File: config.mk
export PLATFORM = sky130hd
export DESIGN_NAME = ni_tx
export DESIGN_NICKNAME = d
export VERILOG_FILES = /design/src/rtl/ni_pkg.sv /design/src/rtl/ni_fifo.sv /design/src/rtl/ni_tx.sv
export SDC_FILE = /design/constraint.sdc
export NUM_CORES = 1
export LEC_CHECK = 0
export CORE_MARGIN = 2
export CORE_UTILIZATION = 59
export CTS_CLUSTER_DIAMETER = 80
export DETAILED_ROUTE_END_ITERATION = 8
export GPL_TIMING_DRIVEN = 0
export PLACE_DENSITY = 0.89
export SYNTH_ARGS = -nofsm -noshare
export SYNTH_HDL_FRONTEND = slang
export SYNTH_SLANG_ARGS = --single-unit
File: constraint.sdc
create_clock -name clk -period 4.75 [get_ports clk]
set_input_delay 0.95 -clock clk [delete_from_list [all_inputs] [get_ports clk]]
set_output_delay 0.95 -clock clk [all_outputs]
set_load 0.05 [all_outputs]
File: src/rtl/ni_pkg.sv
// Shared types and helpers for the NoC network-interface transmitter.
// Holds the FSM state type, the 1-of-4 digit encoder and the head-flit digit map.
package ni_pkg;

  typedef enum logic [2:0] {
    IDLE     = 3'd0,
    HEAD_SET = 3'd1,
    HEAD_RST = 3'd2,
    BODY_SET = 3'd3,
    BODY_RST = 3'd4,
    EOF_SET  = 3'd5,
    EOF_RST  = 3'd6
  } ni_state_e;

  localparam int X_LO = 0;
  localparam int X_HI = 1;
  localparam int Y_LO = 2;
  localparam int Y_HI = 3;

  // One digit to its rails, returned as {o0, o1, o2, o3}.
  function automatic logic [3:0] enc1of4(input logic [1:0] data);
    logic [3:0] rails;
    case (data)
      2'd0:    rails = 4'b1000;
      2'd1:    rails = 4'b0100;
      2'd2:    rails = 4'b0010;
      2'd3:    rails = 4'b0001;
      default: rails = 4'b0000;
    endcase
    return rails;
  endfunction

endpackage

File: src/rtl/ni_fifo.sv
// Synchronous FD-entry flit FIFO with registered ready (not full) and empty flags.
// ready_o is low while reset is asserted so the core cannot push into a resetting link.
module ni_fifo #(
  parameter int W  = 25,
  parameter int FD = 2
) (
  input  logic         clk_i,
  input  logic         rst_i,
  input  logic         push_i,
  input  logic [W-1:0] wdata_i,
  input  logic         pop_i,
  output logic         ready_o,
  output logic         empty_o,
  output logic         empty_nx_o,
  output logic [W-1:0] rdata_o
);

  localparam int AW = (FD > 1) ? $clog2(FD) : 1;
  localparam logic [AW-1:0] PTR_ONE  = AW'(1);
  localparam logic [AW:0]   CNT_ONE  = (AW+1)'(1);
  localparam logic [AW:0]   CNT_FULL = (AW+1)'(FD);

  logic [W-1:0]  mem_q [FD];
  logic [AW-1:0] wptr_q, wptr_d;
  logic [AW-1:0] rptr_q, rptr_d;
  logic [AW:0]   cnt_q, cnt_d;
  logic          ready_q, ready_d;
  logic          empty_q, empty_d;
  logic          do_push_s, do_pop_s;

  assign do_push_s = push_i & ready_q;
  assign do_pop_s  = pop_i & ~empty_q;

  // Next pointers, occupancy and the flags derived from the next occupancy.
  always_comb begin
    wptr_d = wptr_q;
    rptr_d = rptr_q;
    cnt_d  = cnt_q;
    if (do_push_s) begin
      wptr_d = wptr_q + PTR_ONE;
    end else begin
      wptr_d = wptr_q;
    end
    if (do_pop_s) begin
      rptr_d = rptr_q + PTR_ONE;
    end else begin
      rptr_d = rptr_q;
    end
    if (do_push_s && !do_pop_s) begin
      cnt_d = cnt_q + CNT_ONE;
    end else if (!do_push_s && do_pop_s) begin
      cnt_d = cnt_q - CNT_ONE;
    end else begin
      cnt_d = cnt_q;
    end
    ready_d = (cnt_d != CNT_FULL);
    empty_d = (cnt_d == '0);
  end

  // Control state.
  always_ff @(posedge clk_i or posedge rst_i) begin
    if (rst_i) begin
      wptr_q  <= '0;
      rptr_q  <= '0;
      cnt_q   <= '0;
      ready_q <= 1'b0;
      empty_q <= 1'b1;
    end else begin
      wptr_q  <= wptr_d;
      rptr_q  <= rptr_d;
      cnt_q   <= cnt_d;
      ready_q <= ready_d;
      empty_q <= empty_d;
    end
  end

  // Storage array; contents are don't-care until written.
  always_ff @(posedge clk_i) begin
    if (do_push_s) begin
      mem_q[wptr_q] <= wdata_i;
    end
  end

  assign rdata_o    = mem_q[rptr_q];
  assign ready_o    = ready_q;
  assign empty_o    = empty_q;
  assign empty_nx_o = empty_d;

endmodule

File: src/rtl/ni_tx.sv
// NoC network-interface transmitter: buffers core flits and emits them as 1-of-4
// return-to-zero four-phase tokens (head, body..., eof) toward a router input port.
module ni_tx
  import ni_pkg::*;
#(
  parameter int DW = 16,
  parameter int FD = 2
) (
  input  logic            clk,
  input  logic            rst,
  input  logic            in_valid,
  output logic            in_ready,
  input  logic [DW-1:0]   in_data,
  input  logic [3:0]      in_dx,
  input  logic [3:0]      in_dy,
  input  logic            in_last,
  output logic [DW/2-1:0] o0,
  output logic [DW/2-1:0] o1,
  output logic [DW/2-1:0] o2,
  output logic [DW/2-1:0] o3,
  output logic            o4,
  input  logic            ia,
  output logic            busy
);

  localparam int SCN = DW / 2;
  localparam int EW  = DW + 9;

  logic [1:0]       sync_q;
  logic             ack_s;
  logic             first_q;
  logic [3:0]       dx_q, dy_q;
  logic             push_s, pop_s;
  logic             fifo_empty_s, fifo_empty_nx_s;
  logic [EW-1:0]    wentry_s, fentry_s;
  logic [DW-1:0]    f_data_s;
  logic [3:0]       f_dx_s, f_dy_s;
  logic             f_last_s;
  logic [DW-1:0]    head_w_s;
  logic [4*SCN-1:0] head_tok_s, data_tok_s;
  logic [4*SCN-1:0] rails_q, rails_d;
  logic             o4_q, o4_d;
  logic             lastp_q, lastp_d;
  logic             busy_q, busy_d;
  ni_state_e        state_q, state_d;

  assign push_s   = in_valid & in_ready;
  assign wentry_s = {in_data, (first_q ? in_dx : dx_q), (first_q ? in_dy : dy_q), in_last};

  ni_fifo #(
    .W  (EW),
    .FD (FD)
  ) u_fifo (
    .clk_i      (clk),
    .rst_i      (rst),
    .push_i     (push_s),
    .wdata_i    (wentry_s),
    .pop_i      (pop_s),
    .ready_o    (in_ready),
    .empty_o    (fifo_empty_s),
    .empty_nx_o (fifo_empty_nx_s),
    .rdata_o    (fentry_s)
  );

  assign {f_data_s, f_dx_s, f_dy_s, f_last_s} = fentry_s;

  // Frame tracking on the write side: coordinates of non-first flits are replaced by the frame's own.
  always_ff @(posedge clk or posedge rst) begin
    if (rst) begin
      first_q <= 1'b1;
      dx_q    <= 4'd0;
      dy_q    <= 4'd0;
    end else if (push_s) begin
      first_q <= in_last;
      if (first_q) begin
        dx_q <= in_dx;
        dy_q <= in_dy;
      end
    end
  end

  // Two-flop synchronizer for the router acknowledge.
  always_ff @(posedge clk or posedge rst) begin
    if (rst) begin
      sync_q <= 2'b00;
    end else begin
      sync_q <= {sync_q[0], ia};
    end
  end

  assign ack_s = sync_q[1];

  // Route word of the front entry; digits above the coordinates stay zero.
  always_comb begin
    head_w_s                 = '0;
    head_w_s[2*X_LO +: 2]    = f_dx_s[1:0];
    head_w_s[2*X_HI +: 2]    = f_dx_s[3:2];
    head_w_s[2*Y_LO +: 2]    = f_dy_s[1:0];
    head_w_s[2*Y_HI +: 2]    = f_dy_s[3:2];
  end

  // Rail images of the head and data words, packed as {o3, o2, o1, o0}.
  always_comb begin
    head_tok_s = '0;
    data_tok_s = '0;
    for (int k = 0; k < SCN; k++) begin
      {head_tok_s[k], head_tok_s[SCN+k], head_tok_s[2*SCN+k], head_tok_s[3*SCN+k]} =
        enc1of4(head_w_s[2*k +: 2]);
      {data_tok_s[k], data_tok_s[SCN+k], data_tok_s[2*SCN+k], data_tok_s[3*SCN+k]} =
        enc1of4(f_data_s[2*k +: 2]);
    end
  end

  // State register.
  always_ff @(posedge clk or posedge rst) begin
    if (rst) begin
      state_q <= IDLE;
    end else begin
      state_q <= state_d;
    end
  end

  // Next-state logic: each phase advances only on the synchronized ack level it waits for.
  always_comb begin
    state_d = state_q;
    case (state_q)
      IDLE: begin
        if (!fifo_empty_s && !ack_s) state_d = HEAD_SET;
        else                         state_d = IDLE;
      end
      HEAD_SET: begin
        if (ack_s) state_d = HEAD_RST;
        else       state_d = HEAD_SET;
      end
      HEAD_RST: begin
        if (!ack_s) state_d = BODY_SET;
        else        state_d = HEAD_RST;
      end
      BODY_SET: begin
        if (ack_s) state_d = BODY_RST;
        else       state_d = BODY_SET;
      end
      BODY_RST: begin
        if (!ack_s) begin
          if (lastp_q)            state_d = EOF_SET;
          else if (!fifo_empty_s) state_d = BODY_SET;
          else                    state_d = BODY_RST;
        end else begin
          state_d = BODY_RST;
        end
      end
      EOF_SET: begin
        if (ack_s) state_d = EOF_RST;
        else       state_d = EOF_SET;
      end
      EOF_RST: begin
        if (!ack_s) state_d = IDLE;
        else        state_d = EOF_RST;
      end
      default: state_d = IDLE;
    endcase
  end

  // Output logic: rails load or clear only on the transition that starts a phase.
  always_comb begin
    rails_d = rails_q;
    o4_d    = o4_q;
    lastp_d = lastp_q;
    pop_s   = 1'b0;
    case (state_q)
      IDLE: begin
        if (state_d == HEAD_SET) rails_d = head_tok_s;
        else                     rails_d = rails_q;
      end
      HEAD_SET: begin
        if (state_d == HEAD_RST) rails_d = '0;
        else                     rails_d = rails_q;
      end
      HEAD_RST: begin
        if (state_d == BODY_SET) rails_d = data_tok_s;
        else                     rails_d = rails_q;
      end
      BODY_SET: begin
        if (state_d == BODY_RST) begin
          rails_d = '0;
          pop_s   = 1'b1;
          lastp_d = f_last_s;
        end else begin
          rails_d = rails_q;
        end
      end
      BODY_RST: begin
        if (state_d == BODY_SET)     rails_d = data_tok_s;
        else if (state_d == EOF_SET) o4_d    = 1'b1;
        else                         rails_d = rails_q;
      end
      EOF_SET: begin
        if (state_d == EOF_RST) o4_d = 1'b0;
        else                    o4_d = o4_q;
      end
      default: begin
        rails_d = rails_q;
        o4_d    = o4_q;
      end
    endcase
    busy_d = (state_d != IDLE) || !fifo_empty_nx_s;
  end

  // Output flops so every rail changes cleanly on one edge.
  always_ff @(posedge clk or posedge rst) begin
    if (rst) begin
      rails_q <= '0;
      o4_q    <= 1'b0;
      lastp_q <= 1'b0;
      busy_q  <= 1'b0;
    end else begin
      rails_q <= rails_d;
      o4_q    <= o4_d;
      lastp_q <= lastp_d;
      busy_q  <= busy_d;
    end
  end

  assign o0   = rails_q[0     +: SCN];
  assign o1   = rails_q[SCN   +: SCN];
  assign o2   = rails_q[2*SCN +: SCN];
  assign o3   = rails_q[3*SCN +: SCN];
  assign o4   = o4_q;
  assign busy = busy_q;

endmodule

Run 1, signal wires on met3:
Scale: 4 px per um.
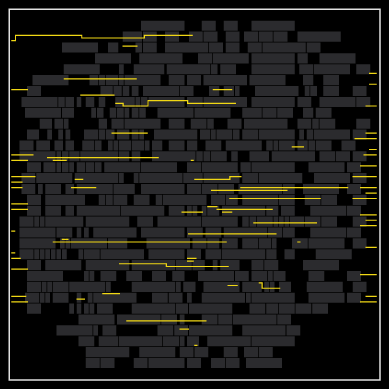
longest straight run: 43.2 um
wire length on this layer: 529 um
share of all routed wire: 5.7%
nets with wire on the layer: 58

Run 1, I/O nets highlighted:
Scale: 4 px per um.
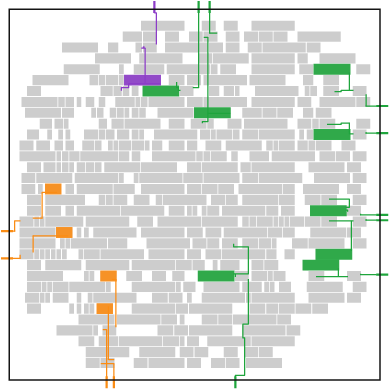
legend:
  o3:
    color: green
    bits: 8
    direction: output
    end_cells: 8
    wire: 175 um
  in_dy:
    color: orange
    bits: 4
    direction: input
    end_cells: 4
    wire: 80.0 um
  o4:
    color: purple
    bits: 1
    direction: output
    end_cells: 1
    wire: 30.2 um

==> run_results.csv, run 1 <==
group,metric,value,unit
run_status,status,"completed",
route,highest_layer,"met4",
logic_synthesis,ys_top_cells_by_area,"edfxtp_1 (33%), dfrtp_1 (29%), mux2_2 (12%)",
finish,layout.nets,444,
global_routing,first_global_vias,3010,
route,wl_met2,4700,um
clock_tree,htreeDepth,3,
setup_path,cp.required,3.80,ns
finish,fillerInstances,473,
die,fp_util,60.2,%
finish,largest_cell_class,"flip-flops and latches",
clock_tree,postCtsSetupRepairBufs,0,
final_timing,max_slew_margin,13.5,%
place,portBuffers,63,
route,drtPass1Iterations,4,
route,wl_met3,528,um
hold_path,hp-class,"reg2reg",
logic_synthesis,ys_chip_area,4600,sq um
setup_path,criticalPathCategory,"reg2out",
logic_synthesis,syn_inst,339,
final_timing,setup-violations-final,0,
global_routing,grt.overflow.total,0,
pwr,leakage,2.26,nW
die,die-height,92.3,um
setup_path,crit_family,"buffers and inverters",
setup_path,critPathMaxStageDelay,0.82,ns
place,hpwl,6450,um
pwr,power.density,649,nW/um^2
finish,comb_share,28.3,%
finish,clk_share,3.46,%
finish,comb_area,1590,sq um
logic_synthesis,floorplan.nets,368,
route,m1WireLength,3850,um
clock_tree,cts_buffer_depth,2,
finish,nonClkBufAreaFrac,14.2,%
setup_path,endpoint_kind,"output port",
die,die_area,8530,sq um
run,warnings,26,
route,via_per_inst,5.76,
run,cap_violations,0,
clock_tree,hold_buffers,0,
logic_synthesis,ys_seq_share,62.6,%
global_routing,antenna_found_initial,0,
Run 1, clock routing:
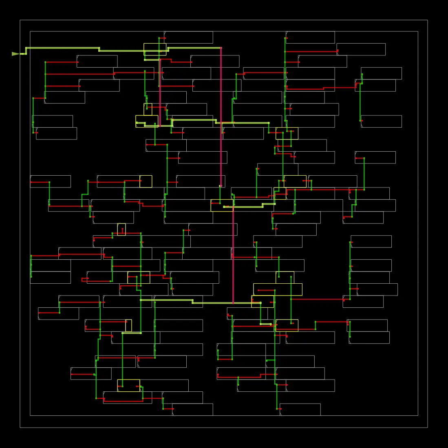
clkbuf count: 9
clk_lat worst skew: 0.36 ns
CTS Buf Count: 9
Power Clock: 539 uW
CTS sink count: 105

Run 1, clock wires, drivers and flops:
Scale: 4 px per um.
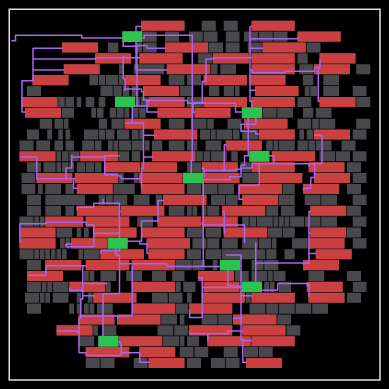
legend:
  flip-flops:
    color: red
    count: 105
  clock wires:
    color: purple
    length: 1,050 um
  clock drivers:
    color: green
    count: 9
routed clock nets: 10
flops lie: all over the die
clock share of power: 14.8%
Final Skew: 0.00707 ns

## run 1: cells in the mapped netlist
| cell | n |
|---|---|
| nor3_1 | 6 |
| nand2b_1 | 3 |
| nand2_1 | 55 |
| nand3_1 | 3 |
| edfxtp_1 | 50 |
| mux2i_1 | 22 |
| clkbuf_1 | 3 |
| nor4_1 | 1 |
| o21ai_0 | 11 |
| o21ai_2 | 1 |
| and3_1 | 2 |
| dfrtp_1 | 53 |
| xnor2_1 | 3 |
| o31ai_4 | 1 |
| xor2_1 | 3 |
| inv_1 | 5 |
| a221oi_1 | 1 |
| o22ai_1 | 1 |
| or2_2 | 1 |
| o32ai_1 | 16 |
| or3_1 | 1 |
| nor3b_1 | 8 |
| a31o_2 | 1 |
| nor2_2 | 1 |
| dfstp_2 | 2 |
| and4b_1 | 1 |
| buf_6 | 3 |
| o31ai_1 | 1 |
| a21oi_1 | 3 |
| and2_1 | 1 |
| buf_2 | 9 |
| nor2_1 | 5 |
| a41oi_1 | 1 |
| nand4b_1 | 1 |
| mux2_1 | 3 |
| mux2_2 | 51 |
| a31oi_1 | 2 |
| buf_4 | 4 |
## run 1: layer usage
metal / global-route usage (%) / vias to the layer above
met5: 0 / -
met4: 8.46 / 0
met3: 4.64 / 13
met2: 38.0 / 102
met1: 29.3 / 1499
li1: - / 1395
## run 1: where the power goes
group | internal, mW | switching [mW]
combinational | 0.691 | 1.03
clock | 0.243 | 0.296
sequential | 1.25 | 0.126
## run 1: logic make-up (layout without fill, tap and decap cells)
kind of cell,count (synthesis),count (layout),synth area share (%)
AOI/OAI and AO/OA,39,39,6.36
xor gates and xnor gates,6,6,1.14
buffers and inverters,24,105,3.02
DFF,105,105,62.6
muxes,76,76,18.0
and+or+nand+nor,89,89,8.94
## run 1: flip-flops by register name, summed over array words and instances (netlist names)
signal / cells
rails_q: 32
dy_q: 4
o4: 1
u_fifo.ready_o: 1
sync_q: 2
u_fifo.wptr_q: 1
u_fifo.cnt_q: 2
busy: 1
u_fifo.mem_q: 50
state_q: 3
u_fifo.rptr_q: 1
dx_q: 4
u_fifo.empty_o: 1
first_q: 1
lastp_q: 1
## run 1: stage by stage
| step | cells | hold WS (ns) | power (mW) | utilization, % |
|---|---|---|---|---|
| floorplan | 339 | 0.331 | 2.61 | - |
| global placement | 504 | 0.332 | 3.02 | 70.1 |
| CTS | 522 | 0.367 | 3.64 | 73.2 |
| global route | 522 | 0.381 | 3.82 | 73.2 |
| finish | 522 | 0.360 | 3.64 | 73.2 |
| detailed placement | 506 | 0.345 | 3.10 | 70.7 |
## run 1: path summary, 6_finish.rpt
| kind | start | endpoint | slack [ns] | depth (start not counted) |
|---|---|---|---|---|
| max | u_fifo.ready_o | in_ready | 2.20 | 1 |
| min | sync_q[0] | sync_q[1] | 0.36 | 0 |
| max reg2reg | u_fifo.rptr_q | rails_q[27] | 2.87 | 6 |
| min reg2reg | sync_q[0] | sync_q[1] | 0.36 | 0 |
| max in group asynchronous | rst | rails_q[25] | 3.15 | 3 |
| min in group asynchronous | rst | dx_q[2] | 1.02 | 2 |
==> run 2: changes to the inputs <==
--- a/config.mk
+++ b/config.mk
@@ -6,11 +6,11 @@
 export NUM_CORES = 1
 export LEC_CHECK = 0
 export CORE_MARGIN = 2
-export CORE_UTILIZATION = 59
+export CORE_UTILIZATION = 49
 export CTS_CLUSTER_DIAMETER = 80
 export DETAILED_ROUTE_END_ITERATION = 8
 export GPL_TIMING_DRIVEN = 0
-export PLACE_DENSITY = 0.89
+export PLACE_DENSITY = 0.8
 export SYNTH_ARGS = -nofsm -noshare
 export SYNTH_HDL_FRONTEND = slang
 export SYNTH_SLANG_ARGS = --single-unit
==> constraint.sdc (replaced) <==
create_clock -name clk -period 2.1 [get_ports clk]
set_input_delay 0.42 -clock clk [delete_from_list [all_inputs] [get_ports clk]]
set_output_delay 0.42 -clock clk [all_outputs]
set_load 0.05 [all_outputs]
Run 2, signal wires on met3:
Scale: 4 px per um.
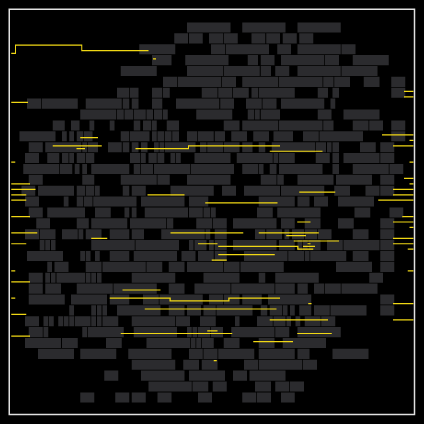
nets with wire on the layer: 57
longest straight run: 32.7 um
wire length on this layer: 509 um
Detailed Route WL: 9340 um
via count: 3,019
met3 usage: 4.02%

Run 2, cell classes on the final placement:
Scale: 3 px per um.
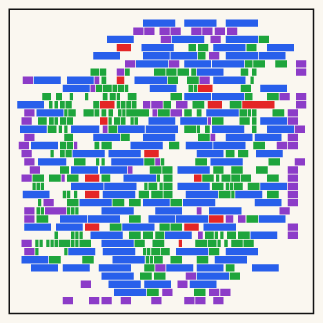
legend:
  clock drivers and dummy loads:
    color: red
    cells: 15
    share_of_their_area: 3.6%
  flops:
    color: blue
    cells: 105
    share_of_their_area: 53%
  combinational and other logic:
    color: green
    cells: 215
    share_of_their_area: 30%
  other buffers and delay cells:
    color: purple
    cells: 83
    share_of_their_area: 14%
core area: 9200 sq um
Seq/total area: 51.5%

==> run_results.csv, run 2 <==
group,metric,value,unit
logic_synthesis,floorplan.nets,368,
clock_tree,clkSinkCount,105,
run,warnings,26,
logic_synthesis,synth-edff-count,50,
setup_path,r2r_slack,0.21,ns
run_status,status,"completed",
setup_path,r2r_cells,6,
logic_synthesis,xor_area_share,1.14,%
place,portBuffers,63,
setup_path,endpoint_kind,"output port",
finish,largest_register,"u_fifo.mem_q",
run,cap_violations,0,
setup_path,criticalPathCategory,"reg2out",
pwr,leakage,2.24,nW
logic_synthesis,ys_sh_aoi,6.36,%
die,die-height,101,um
finish,largest_reg_flops,50,
logic_synthesis,ys_seq_share,62.6,%
die,fp_util,50.1,%
logic_synthesis,syn_inst,339,
pwr,power.density,1470,nW/um^2
setup_path,critPathMaxStageDelay,0.82,ns
finish,top_regs,"u_fifo.mem_q x50, rails_q x32",
pwr,total_power,8.22,mW
finish,comb_area,1590,sq um
place,hpwl,6460,um
clock_tree,insertion_delay,0.37,ns
setup_path,path_depth,1,
logic_synthesis,synthArstFlopShare,52.4,%
place,dp.cells,514,
hold_path,hp-class,"reg2reg",
global_routing,first_global_vias,2938,
clock_tree,hold_buffers,0,
logic_synthesis,logic_family,"multiplexers",
setup_path,critical_path.startpoint,"u_fifo.ready_o",
logic_synthesis,ys_sh_adder,0,%
clock_tree,cts_inserted_buffers,9,
route,drtPass1Iterations,4,
-- run 2: cell counts after synthesis --
No cell type changed its count.
-- run 2: logic make-up (layout without fill, tap and decap cells) --
family,Yosys count,in the layout
compound gates,39,39
mux,76,76
simple gates,89,89
xor+xnor,6,6
buf+inv,24,103
flops,105,105
-- run 2: worst min-delay path by stage --
| stage | slack [ns] | depth (start not counted) | endpoint |
|---|---|---|---|
| finish | 0.36 | 0 | sync_q[1] |
| global route | 0.37 | 0 | sync_q[1] |
| CTS | 0.36 | 0 | sync_q[1] |
| detailed placement | 0.34 | 0 | sync_q[1] |
| global placement | 0.33 | 0 | sync_q[1] |
| floorplan | 0.33 | 0 | sync_q[1] |
-- run 2: routing by layer --
metal / vias up / track usage, % / routed length, um
li1: 1391 / - / -
met1: 1525 / 25.3 / 4080
met2: 91 / 31.5 / 4610
met3: 12 / 4.02 / 509
met4: 0 / 6.44 / 142
met5: - / 0 / 0
-- run 2: where the power goes --
| part | internal [mW] | switching, mW |
|---|---|---|
| clock network | 0.573 | 0.665 |
| registers | 2.82 | 0.278 |
| logic | 1.55 | 2.33 |
-- run 2: metrics by stage --
stage               util (%)  hold WS, ns  cell area, sq um  setup slack, ns  setup TNS (ns)
global route            60.8        0.367              5600           0.0153               0
CTS                     60.8        0.359              5600           0.0793               0
floorplan                  -        0.331              4610           0.0272               0
global placement        58.5        0.334              5380           -0.730          -60.49
finish                  60.8        0.356              5600           0.0870               0
detailed placement      58.7        0.338              5400           -0.667          -23.55
-- run 2: layout make-up --
| type | instances | share of cell area (%) |
|---|---|---|
| Timing Repair Buffer | 64 | 11.6 |
| Clock inverter | 5 | 1.01 |
| Inverter | 5 | 0.335 |
| Buffer | 19 | 2.15 |
| Sequential cell | 105 | 51.5 |
| Tap cell | 111 | 2.48 |
| Clock buffer | 10 | 2.46 |
| Multi-Input combinational cell | 210 | 28.5 |
==> run 3: changes to the inputs <==
--- a/config.mk
+++ b/config.mk
@@ -5,12 +5,11 @@
 export SDC_FILE = /design/constraint.sdc
 export NUM_CORES = 1
 export LEC_CHECK = 0
-export CORE_MARGIN = 2
-export CORE_UTILIZATION = 49
+export CORE_UTILIZATION = 35
 export CTS_CLUSTER_DIAMETER = 80
 export DETAILED_ROUTE_END_ITERATION = 8
 export GPL_TIMING_DRIVEN = 0
-export PLACE_DENSITY = 0.8
+export PLACE_DENSITY = 0.61
 export SYNTH_ARGS = -nofsm -noshare
 export SYNTH_HDL_FRONTEND = slang
 export SYNTH_SLANG_ARGS = --single-unit
Run 3, cell classes on the final placement:
Scale: 2 px per um.
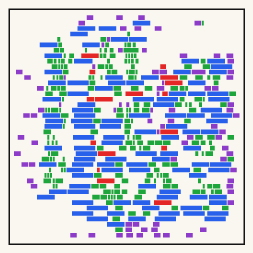
legend:
  flops:
    color: blue
    cells: 105
    share_of_their_area: 52%
  combinational and other logic:
    color: green
    cells: 215
    share_of_their_area: 29%
  other buffers and delay cells:
    color: purple
    cells: 83
    share_of_their_area: 14%
  clock drivers and dummy loads:
    color: red
    cells: 16
    share_of_their_area: 5.1%
site row count: 41
core area: 12,700 sq um
Seq/total area: 50.0%

Run 3, I/O nets highlighted:
Scale: 4 px per um.
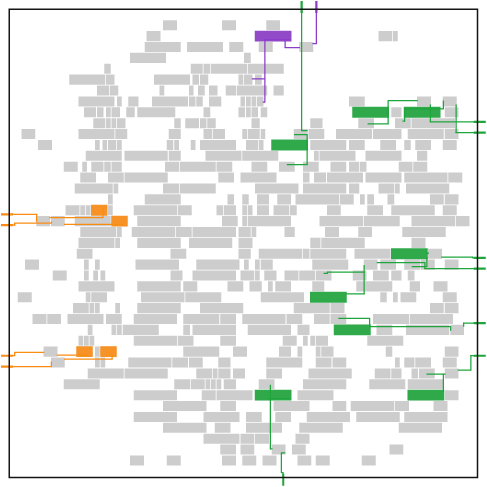
legend:
  o4:
    color: purple
    bits: 1
    direction: output
    end_cells: 1
    wire: 40.6 um
  in_dy:
    color: orange
    bits: 4
    direction: input
    end_cells: 4
    wire: 90.0 um
  o3:
    color: green
    bits: 8
    direction: output
    end_cells: 8
    wire: 253 um
io pins: 64
input/output buffers: 63

==> run_results.csv, run 3 <==
group,metric,value,unit
logic_synthesis,flop_cell,"dfrtp_1",
logic_synthesis,ys_sh_simple,8.94,%
logic_synthesis,ys_seq_share,62.6,%
route,wl,9490,um
setup_path,critPathMaxStageDelay,0.83,ns
logic_synthesis,xor_area_share,1.14,%
logic_synthesis,synth-edff-count,50,
setup_path,r2r_slack,0.24,ns
hold_path,whs_path_depth,0,
clock_tree,htreeDepth,3,
logic_synthesis,ys_sh_mux,18.0,%
hold_path,hp-class,"reg2reg",
die,die_area,13600,sq um
logic_synthesis,ys_chip_area,4600,sq um
hold_path,hold_path_end,"sync_q[1]",
run,cap_violations,0,
logic_synthesis,logic_family,"multiplexers",
finish,stdcell_area,5760,sq um
route,m1WireLength,4360,um
setup_path,reg2reg_from,"u_fifo.rptr_q",
final_timing,final.setup_skew,0.00781,ns
logic_synthesis,syn_inst,339,
setup_path,criticalPathCategory,"reg2out",
pwr,total_power,8.57,mW
clock_tree,postCtsSetupRepairBufs,0,
finish,fillerInstances,1218,
route,via_per_inst,4.96,
run_status,status,"completed",
setup_path,reg2reg_to,"rails_q[27]",
final_timing,max_slew_margin,47.7,%
finish,layout.nets,443,
route,wl_met3,408,um
logic_synthesis,floorplan.nets,368,
route,num_vias,2934,
route,drtPass1Iterations,4,
global_routing,antenna_found_initial,0,
setup_path,r2r_cells,5,
finish,top_regs,"u_fifo.mem_q x50, rails_q x32",
clock_tree,cts_buffer_depth,2,
setup_path,cp.required,1.68,ns
global_routing,first_global_vias,3007,
logic_synthesis,ys_sh_aoi,6.36,%
hold_path,hold_start,"sync_q[0]",
clock_tree,cts_inserted_buffers,9,
die,die-height,117,um
logic_synthesis,ys_sh_adder,0,%
place,hpwl,6650,um
setup_path,crit_family,"buffers and inverters",
[run 3: cell counts after synthesis]
No cell type changed its count.
[run 3: logic make-up after synthesis]
family          after synthesis
xor+xnor                      6
simple gates                 89
mux                          76
compound gates               39
flops                       105
buf+inv                      24
[run 3: repair_timing]
| action | CTS | global route |
|---|---|---|
| pin swaps | 0 | 0 |
| hold buffers | 0 | 0 |
| setup endpoints to repair | 25 | 25 |
| resized | 1 | 1 |
| gates cloned | 0 | 0 |
[run 3: worst max-delay path by stage]
stage / end / depth (start not counted) / start / slack (ns)
floorplan: u_fifo.mem_q[0][0] / 2 / u_fifo.ready_o / 0.03
global placement: dy_q[0] / 2 / rst / -0.81
detailed placement: u_fifo.mem_q[0][18] / 3 / in_valid / -0.67
CTS: u_fifo.mem_q[1][17] / 2 / in_valid / 0.03
global route: in_ready / 1 / u_fifo.ready_o / 0.05
finish: in_ready / 1 / u_fifo.ready_o / 0.1
[run 3: stage by stage]
step	setup slack, ns	TNS, ns	std cells	hold WS (ns)
3_5_place_dp	-0.668	-25.15	575	0.337
6_report	0.0970	0	591	0.353
5_1_grt	0.0537	0	591	0.355
4_1_cts	0.0261	0	591	0.354
2_1_floorplan	0.0272	0	339	0.331
3_3_place_gp	-0.806	-67.46	574	0.336
[run 3: power by group]
part	switching, mW	internal (mW)	total (mW)
registers	0.275	2.82	3.10
logic	2.31	1.55	3.86
clock network	0.787	0.830	1.62
[run 3: cell type report]
type / count / area (sq um) / share of cell area (%)
inverters: 5 / 18.8 / 0.326
multi-input cells: 210 / 1590 / 27.7
repair buffers: 64 / 651 / 11.3
flip-flops and latches: 105 / 2880 / 50.0
well taps: 172 / 215 / 3.73
clock buffers: 9 / 225 / 3.91
clock inverters: 7 / 60.1 / 1.04
plain buffers: 19 / 120 / 2.08
[run 3: layer usage]
metal  GRT usage (%)  vias up
met1            20.2     1459
li1                -     1406
met4            5.82        0
met3            2.96       10
met2            24.9       59
met5               0        -
No activity file was given, so power comes from the tool's default toggle rates.
